run_1/floorplan.png
Scale bar: 50 um. Pins as bars on the die edge.
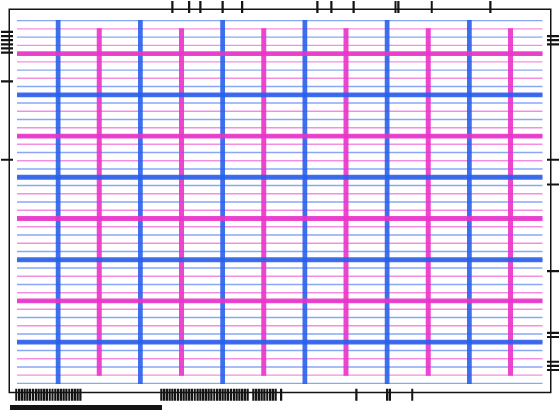
run_1/class_map.png
Scale bar: 50 um.
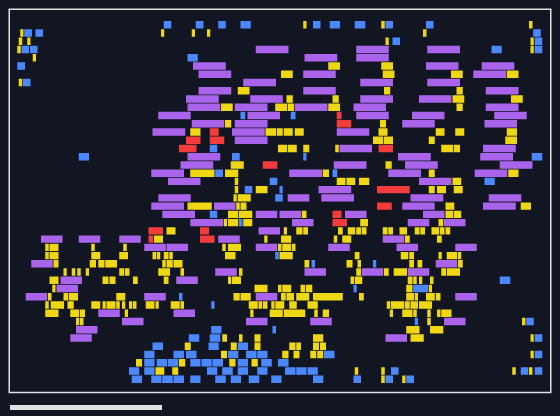
run_1/clock_wires.png
Scale bar: 50 um.
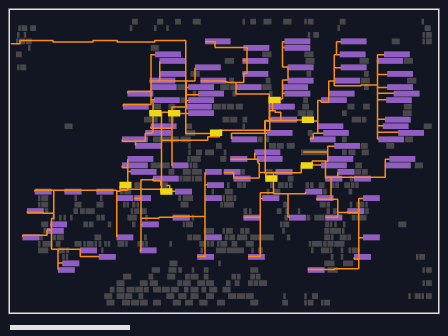
==> config.mk <==
export PLATFORM = sky130hd
export DESIGN_NAME = uart_tx_mmio
export DESIGN_NICKNAME = d
export VERILOG_FILES = /design/src/rtl/uart_tx_mmio.sv
export SDC_FILE = /design/constraint.sdc
export NUM_CORES = 1
export LEC_CHECK = 0
export ABC_CLOCK_PERIOD_IN_PS = 8420
export CAP_MARGIN = 20
export CORE_ASPECT_RATIO = 0.7
export CORE_MARGIN = 2
export CORE_UTILIZATION = 23
export CTS_BUF_LIST = sky130_fd_sc_hd__clkbuf_4 sky130_fd_sc_hd__clkbuf_8
export DETAILED_ROUTE_END_ITERATION = 10
export GPL_ROUTABILITY_DRIVEN = 1
export GPL_TIMING_DRIVEN = 0
export PLACE_DENSITY_LB_ADDON = 0.12
export RECOVER_POWER = 50
export SLEW_MARGIN = 20
export SYNTH_ARGS = -nofsm -noshare
export SYNTH_HDL_FRONTEND = slang
export SYNTH_SLANG_ARGS = --single-unit
==> constraint.sdc <==
create_clock -name clk -period 8.42 [get_ports clk]
set_input_delay 1.684 -clock clk [delete_from_list [all_inputs] [get_ports clk]]
set_output_delay 1.684 -clock clk [all_outputs]
set_load 0.005 [all_outputs]
==> flow_metrics.env, run 1 <==
# implementation run metrics
export IMPL_top_cell="edfxtp_1"
export IMPL_p_seq_frac=0.460
export IMPL_ys_seq_elements=107
export IMPL_pg_comb_w=0.000412
export IMPL_synthFlopType="edfxtp_1"
export IMPL_grt_pass1_wl_um=18300
export IMPL_ys_seq_share=0.570
export IMPL_clockBufferDepth=2
export IMPL_critPathMaxStageDelay_ns=0.53
export IMPL_num_nonclk_buffers=97
export IMPL_crit_chain="clkdlybuf4s50_1 > nor4_1 > nand4_1 > nor2_1 > and2_1 > nor2b_1 > clkdlybuf4s50_1"
export IMPL_utilization=0.292
export IMPL_yosysWarnings=0
export IMPL_ys_sh_mux=0.0684
export IMPL_pin_count=101
export IMPL_grt_antenna_before_repair=0
export IMPL_place_congestion=0.718
export IMPL_status="finished, final reports clean"
export IMPL_fillerInstances=2127
export IMPL_drc_errors=0
export IMPL_comb_share=0.311
export IMPL_switching_share=0.330
export IMPL_met3_usage=0.0251
export IMPL_synth_edff_count=64
export IMPL_met3_length_um=396
export IMPL_fp_util=0.235
export IMPL_period_needed_ns=5.60
export IMPL_p_total_w=0.00137
export IMPL_post_cts_resized=0
export IMPL_netlist_area_leader_share=0.394
export IMPL_cts_post_setup_buffers_inserted=0
export IMPL_post_dp_cell_area_mm2=0.00589
About floorplan.png:
Magenta stands for VDD. Blue stands for VSS.
8 straps on met5. 12 straps on met4.
peak supply drop: 0.0775 mV
Die X: 178 um
Die Y: 126 um

About class_map.png:
Purple stands for registers, cells 107. Red stands for clock drivers and dummy loads, cells 16. Yellow stands for remaining logic cells, cells 278. Blue stands for remaining buffers and delay cells, cells 97.
design area: 0.00606 mm^2
Seq/total area: 0.459
core area: 0.0208 mm^2

About clock_wires.png:
Yellow stands for clock-net drivers, count 9. Purple stands for flip-flops, count 107. Orange stands for clock wires, length 1370 um.
There are 10 routed clock nets.
Clock net power: 0.000329 W
skew final: 0.0162 ns
Clock power frac: 0.239
clk ins delay skew pair: 0.37 ns

==> run 2, diff against run 1 <==
Settings changed: ABC_CLOCK_PERIOD_IN_PS 8420 to 5200.
Clock period 8.42 ns to 5.2 ns, I/O delays scaled along.
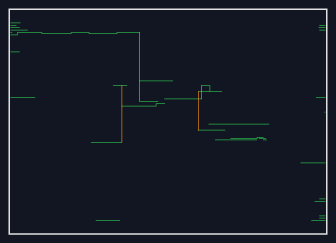
run_2/layers.png
Two of the layers only.
Green stands for M3, wire length 403 um. Orange stands for M4, wire length 100 um.
WL final: 11300 um
routed via count: 3251
GRT Util Overall: 0.107
Routed wire per std cell: 14.7 um

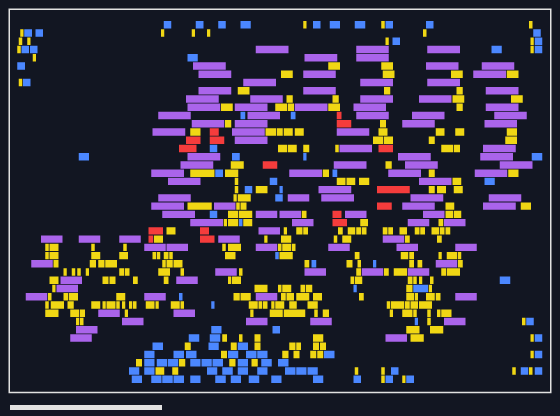
run_2/class_map.png
Scale bar: 50 um.
Purple stands for registers, cells 107. Yellow stands for remaining logic cells, cells 278. Blue stands for remaining buffers and delay cells, cells 97. Red stands for clock drivers and dummy loads, cells 16.
Seq/total area: 0.460
design area: 0.00604 mm^2

==> run 2 against run 1 <==
Compared with the run above: the run now ends with capacitance limit, slew limit left; die size is the same; hold slack is essentially flat; register-to-register slack lost 3.4 ns; flip-flop count is the same; global-route usage is the same; clock skew grew 0.00079 ns; final cell count is the same; sequential share of layout area grew 0.10 points; utilization shrank 0.066 points; sequential power grew 61%.
==> flow_metrics.env, run 2 <==
# implementation run metrics
export IMPL_status="complete, but fails checks"
export IMPL_violations="capacitance limit, slew limit"
export IMPL_drc_errors=0
export IMPL_clk_insertion_delay_late_ns=0.38
export IMPL_num_nonclk_buffers=97
export IMPL_critPathMaxStageDelay_ns=0.53
export IMPL_ir_drop_mv=0.126
export IMPL_switching_share=0.329
export IMPL_cts_post_setup_buffers_inserted=0
export IMPL_ys_sh_mux=0.0684
export IMPL_netlist_area_leader_share=0.394
export IMPL_grt_antenna_before_repair=0
export IMPL_die_w_um=178
export IMPL_max_cap_viol_count=1
export IMPL_die_h_um=126
export IMPL_p_seq_frac=0.461
export IMPL_comb_area_mm2=0.00186
export IMPL_p_total_w=0.00220
export IMPL_simple_gate_area_frac=0.143
export IMPL_ys_seq_elements=107
export IMPL_tightest_slew_ns=1.51
export IMPL_post_cts_resized=0
export IMPL_crit_chain="clkdlybuf4s50_1 > nor4_1 > nand4_1 > nor2_1 > and2_1 > nor2b_1 > clkdlybuf4s50_1"
export IMPL_fin_skew_ns=0.0170
export IMPL_numCtsBuffers=9
export IMPL_grt_pass1_wl_um=18300
export IMPL_clock_power_w=0.000533
export IMPL_ys_seq_share=0.570
export IMPL_p_switching_w=0.000724
export IMPL_core_area_mm2=0.0208
export IMPL_synth_edff_count=64
export IMPL_met3_length_um=403
export IMPL_top_cell="edfxtp_1"
export IMPL_finalMaxSlewViolations=9
export IMPL_clockBufferDepth=2
export IMPL_pin_count=101
export IMPL_num_antenna_cells=0
export IMPL_pwr_share_clk=0.242
export IMPL_yosysWarnings=0
export IMPL_place_congestion=0.718
export IMPL_pg_comb_w=0.000655
export IMPL_period_needed_ns=4.31
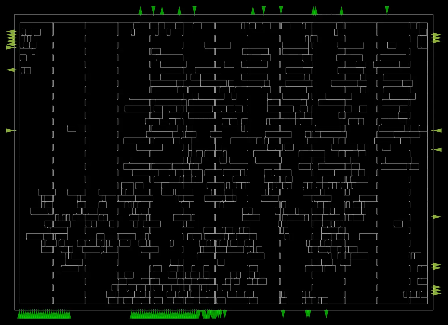
run_2/placed.png
row count: 44
flop count: 107
final core utilization: 0.291
fillers: 2129
tap cells: 276

==> run 3, diff against run 2 <==
Settings changed: ABC_CLOCK_PERIOD_IN_PS 5200 to 4500.
Clock period 5.2 ns to 4.5 ns, I/O delays scaled along.
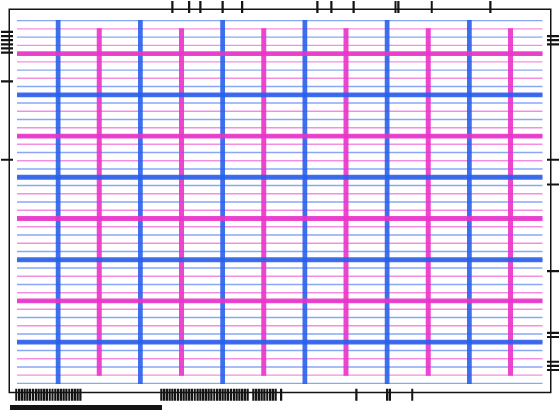
run_3/floorplan.png
Scale bar: 50 um. Pins as bars on the die edge.
Blue stands for VSS. Magenta stands for VDD.
12 straps on met4. 101 signal pins sit on the boundary. The core has 44 rows.
peak supply drop: 0.145 mV

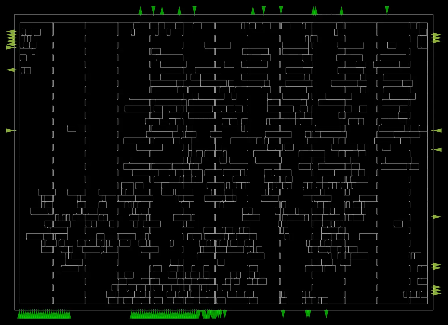
run_3/placed.png
fin cells: 774

==> run 3 against run 2 <==
Compared with the run above: the flow still finishes with violations (capacitance limit, slew limit); flip-flop count stayed put; via count did not move; register-to-register slack lost 0.70 ns; global-route usage is the same; total power up 16%; sequential share of layout area unchanged; worst setup slack got worse by 0.42 ns; final area stayed put; first-iteration DRC count did not move; clock-buffer cell count unchanged; final cell count did not move; utilization did not move; critical path type unchanged; critical endpoint unchanged.
==> flow_metrics.env, run 3 <==
# implementation run metrics
export IMPL_critPathMaxStageDelay_ns=0.53
export IMPL_final_area_mm2=0.00604
export IMPL_grt_util_all_layers=0.107
export IMPL_simple_gate_area_frac=0.143
export IMPL_ys_seq_elements=107
export IMPL_num_nonclk_buffers=97
export IMPL_met3_usage=0.0251
export IMPL_synth_edff_count=64
export IMPL_met3_length_um=403
export IMPL_die_h_um=126
export IMPL_pg_comb_w=0.000757
export IMPL_netlist_area_leader_share=0.394
export IMPL_finalMaxSlewViolations=9
export IMPL_p_switching_w=0.000837
export IMPL_top_cell="edfxtp_1"
export IMPL_clock_power_w=0.000616
export IMPL_die_w_um=178
export IMPL_post_cts_resized=0
export IMPL_synthFlopType="edfxtp_1"
export IMPL_fp_util=0.235
export IMPL_routed_wl_um=11300
export IMPL_p_total_w=0.00255
export IMPL_yosysWarnings=0
export IMPL_fillerInstances=2129
export IMPL_drc_errors=0
export IMPL_ys_seq_share=0.570
export IMPL_period_needed_ns=4.03
export IMPL_p_seq_frac=0.461
export IMPL_design_seq_count=107
export IMPL_nWellTaps=276
export IMPL_fin_skew_ns=0.0170
export IMPL_status="complete, but fails checks"
export IMPL_comb_area_mm2=0.00186
export IMPL_max_cap_viol_count=1
export IMPL_pwr_share_clk=0.242
export IMPL_comb_share=0.308
export IMPL_violations="capacitance limit, slew limit"
export IMPL_core_area_mm2=0.0208
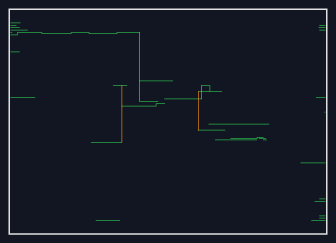
run_3/layers.png
Two of the layers only.
Orange stands for M4, wire length 100 um. Green stands for M3, wire length 403 um.

Power is estimated from default activity; no workload was simulated.
